## src/rtl/rv32_ifetch_v2.sv

```systemverilog
// rv32_ifetch_v2: instruction fetch with one outstanding memory read and a small
// instruction buffer feeding decode; flush discards buffered and in-flight words.
module rv32_ifetch_v2 #(
   parameter int          DEPTH = 2,
   parameter logic [31:0] NOP   = 32'h0000_0013
) (
   input  logic        clk,
   input  logic        rst_n,
   input  logic [31:0] pc_in,
   input  logic        fetch_en,
   input  logic        flush,
   input  logic        stall,
   output logic        imem_req,
   output logic [31:0] imem_addr,
   input  logic        imem_ready,
   input  logic        imem_rvalid,
   input  logic [31:0] imem_rdata,
   output logic        busy,
   output logic [31:0] instr_out,
   output logic [31:0] instr_pc,
   output logic        instr_valid
);
   localparam int AW = $clog2(DEPTH);
   typedef enum logic [1:0] {IDLE, REQ, WAIT, DRAIN} state_t;
   state_t state, state_nx;
   logic [31:0]   req_pc;
   logic [31:0]   buf_pc [DEPTH];
   logic [31:0]   buf_in [DEPTH];
   logic [AW-1:0] rd_ptr, wr_ptr;
   logic [AW:0]   count;
   logic          hs, outst, credit, go, push, pop;
   assign imem_req    = state == REQ;
   assign imem_addr   = imem_req ? {pc_in[31:2], 2'b00} : '0;
   assign hs          = imem_req & imem_ready;
   assign busy        = ~hs;
   assign outst       = (state == WAIT) | (state == DRAIN);
   // counting the outstanding read as occupied guarantees its push always fits
   assign credit      = (int'(count) + int'(outst)) < DEPTH;
   assign go          = fetch_en & (flush | credit);
   assign push        = (state == WAIT) & imem_rvalid & ~flush;
   assign instr_valid = count != '0;
   assign pop         = instr_valid & ~stall & ~flush;
   assign instr_out   = instr_valid ? buf_in[rd_ptr] : NOP;
   assign instr_pc    = instr_valid ? buf_pc[rd_ptr] : '0;
   always_comb begin
      state_nx = state;
      unique case (state)
         IDLE:    state_nx = (fetch_en & credit & ~flush) ? REQ : IDLE;
         REQ:     state_nx = hs ? (flush ? DRAIN : WAIT) : (flush ? IDLE : REQ);
         WAIT:    state_nx = imem_rvalid ? (go ? REQ : IDLE) : (flush ? DRAIN : WAIT);
         DRAIN:   state_nx = imem_rvalid ? (go ? REQ : IDLE) : DRAIN;
         default: state_nx = IDLE;
      endcase
   end
   always_ff @(posedge clk or negedge rst_n) begin
      if (!rst_n) begin
         state  <= IDLE;
         req_pc <= '0;
         rd_ptr <= '0;
         wr_ptr <= '0;
         count  <= '0;
      end else begin
         state <= state_nx;
         if (hs) req_pc <= {pc_in[31:2], 2'b00};
         if (flush) begin
            rd_ptr <= '0;
            wr_ptr <= '0;
            count  <= '0;
         end else begin
            if (push) wr_ptr <= wr_ptr + 1'b1;
            if (pop) rd_ptr <= rd_ptr + 1'b1;
            count <= count + (AW+1)'(push) - (AW+1)'(pop);
         end
      end
   end
   always_ff @(posedge clk) begin
      if (push) begin
         buf_pc[wr_ptr] <= req_pc;
         buf_in[wr_ptr] <= imem_rdata;
      end
   end
endmodule

```

## config.mk

```make
export PLATFORM = sky130hd
export DESIGN_NAME = rv32_ifetch_v2
export DESIGN_NICKNAME = d
export VERILOG_FILES = /design/src/rtl/rv32_ifetch_v2.sv
export SDC_FILE = /design/constraint.sdc
export NUM_CORES = 1
export LEC_CHECK = 0
export ABC_AREA = 1
export CAP_MARGIN = 0
export CELL_PAD_IN_SITES_DETAIL_PLACEMENT = 0
export CELL_PAD_IN_SITES_GLOBAL_PLACEMENT = 1
export CORE_AREA = 8 8 157 188
export CTS_CLUSTER_DIAMETER = 40
export DETAILED_ROUTE_END_ITERATION = 12
export DIE_AREA = 0 0 165 196
export PLACE_DENSITY_LB_ADDON = 0.08
export SKIP_CTS_REPAIR_TIMING = 1
export SLEW_MARGIN = 5
export SYNTH_ARGS = -nofsm -noshare
export SYNTH_HDL_FRONTEND = slang
export SYNTH_SLANG_ARGS = --single-unit
```

## constraint.sdc

```tcl
create_clock -name clk -period 4.25 [get_ports clk]
set_input_delay 0.6375 -clock clk [delete_from_list [all_inputs] [get_ports clk]]
set_output_delay 0.6375 -clock clk [all_outputs]
set_load 0.05 [all_outputs]
```

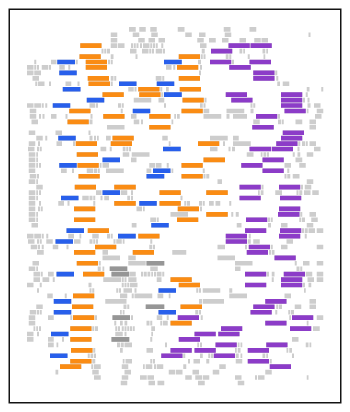
(register map, names as in the netlist)
(2 px per um)
legend:
  orange:
    name_in_the_netlist: buf_pc
    placed_flops: 60
  purple:
    name_in_the_netlist: buf_in
    placed_flops: 64
    where: a column on the right
  blue:
    name_in_the_netlist: req_pc
    placed_flops: 30
not colored: 6

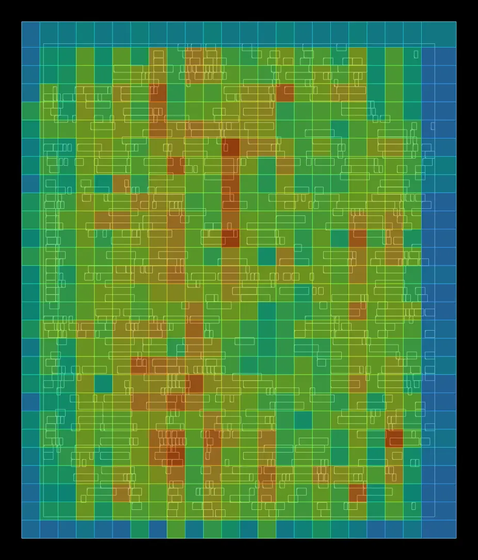
(routing congestion map)
GR Util met3: 4.28%
met1 Use GR: 12.9%
GR Util All Layers: 10.9%
met2 Usage GRT: 17.9%

==> job_summary.md <==
### Metrics collected by this job

| Metric | Value |
|---|---|
| Switching pwr | `0.00196 W` |
| Worst min-delay path class | `input port to async pin` |
| Met3 routed WL | `1280 um` |
| Yosys warns | `0` |
| Unrepaired setup endpoints after global routing | `no` |
| CTS Buf Count | `17` |
| Die W | `165 um` |
| Inserted Diodes | `0` |
| Die H | `196 um` |
| Static leakage | `3.43 nW` |
| Routed length per instance | `16.1 um` |
| First drt pass iteration count | `6` |
| Clk sink count | `160` |
| Worst endpoint required time | `3.61 ns` |
| Global route overflow | `0` |
| CTS tree | `yes` |
| Critical Path Sink Type | `primary output` |
| Yosys reg bits | `160` |
| Flop pwr share | `39.2%` |
| Worst flop-to-flop path endpoint | `count[0]` |
| Via count of the first global-routing pass | `4814` |
| Layout Nets | `782` |
| Setup total negative slack | `0 ns` |
| Hold Violations, Final | `0` |
| Final period util | `81.9%` |
| Vias/cell | `4.13` |
| Via Count | `4389` |
| Initial antenna violation count | `0` |
| R2R Setup Slk | `1.79 ns` |
| Cells after Synth | `548` |
| Status | `finished clean` |
| DP Worst Slack | `1.13 ns` |
| Clock transition at path regs | `0.07 ns` |
| Met2 Wirelength | `7990 um` |
| Net Sw Frac | `36.7%` |
| Worst Setup Slack, final | `0.768 ns` |
| M1 WL | `7670 um` |
| Critical path's slowest cell | `clkdlybuf4s50_1` |
| DRT Wirelength | `17100 um` |
| Top cells by area | `edfxtp_1, dfrtp_1, nand2_1, a21oi_1, o21ai_2` |
| Yosys cell count | `548` |
| Dpl hpwl | `11000 um` |
| CP bufs+invs | `3` |
| Mapped Area | `6510 um^2` |
| GPL Wtd Cong | `0.689` |
| DR top layer | `met4` |
| Most frequent cells in the layout | `nand2_1, clkdlybuf4s50_1, edfxtp_1` |
| Ys async rst share | `22.5%` |
| Yosys cell types | `21` |
| Global-route wire length before repair | `26800 um` |
| Total tool warning count | `28` |
| CP endpoint | `instr_out[0]` |
| Crit path launch | `count[1]` |
| Clock root buffer master | `clkbuf_16` |
| Clk_skew | `0.00779 ns` |
| Crit. path cell count | `5` |
| Startpoint Class | `flip-flop` |
| Worst vdd ir | `0.215 mV` |
| Busiest metal layer after global routing | `met2` |
| Pin slew with the least headroom to its limit | `0.954 ns` |
| Max Root-Sink Buffers | `2` |
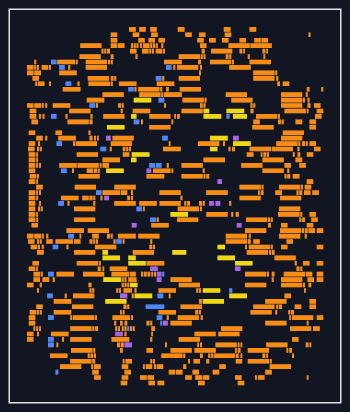
(drive-strength map)
(2 px per um)
legend:
  yellow:
    size: x6 and larger
    cells: 29
    share: 4.0%
  orange:
    size: x1 and smaller
    cells: 639
    share: 89%
  purple:
    size: x3 and x4
    cells: 17
    share: 2.4%
  blue:
    size: x2
    cells: 37
    share: 5.1%

kinds of logic (layout without fill, tap and decap cells):
logic type | after synthesis | in the layout | share of synthesized area [%]
XOR/XNOR | 1 | 1 | 0.135
AND-OR/OR-AND | 94 | 94 | 8.95
other | 1 | 4 | 0.0576
adder cells (fa/ha/maj) | 2 | 2 | 0.384
AND/OR/NAND/NOR | 216 | 216 | 12.9
buffers and inverters | 74 | 245 | 6.55
flip-flops | 160 | 160 | 71.0
state kept, by name, summed over array words and instances (netlist names):
register	cells
count	2
state	2
rd_ptr	1
req_pc	30
wr_ptr	1
buf_in	64
buf_pc	60
layout make-up:
type	instances	area, um^2
clock buffers	17	425
clock inverters	15	175
fillers	2717	17700
inverters	42	158
multi-input cells	317	1480
flip-flops and latches	160	4630
well taps	340	425
repair buffers	171	1700
No activity file was given, so power comes from the tool's default toggle rates.
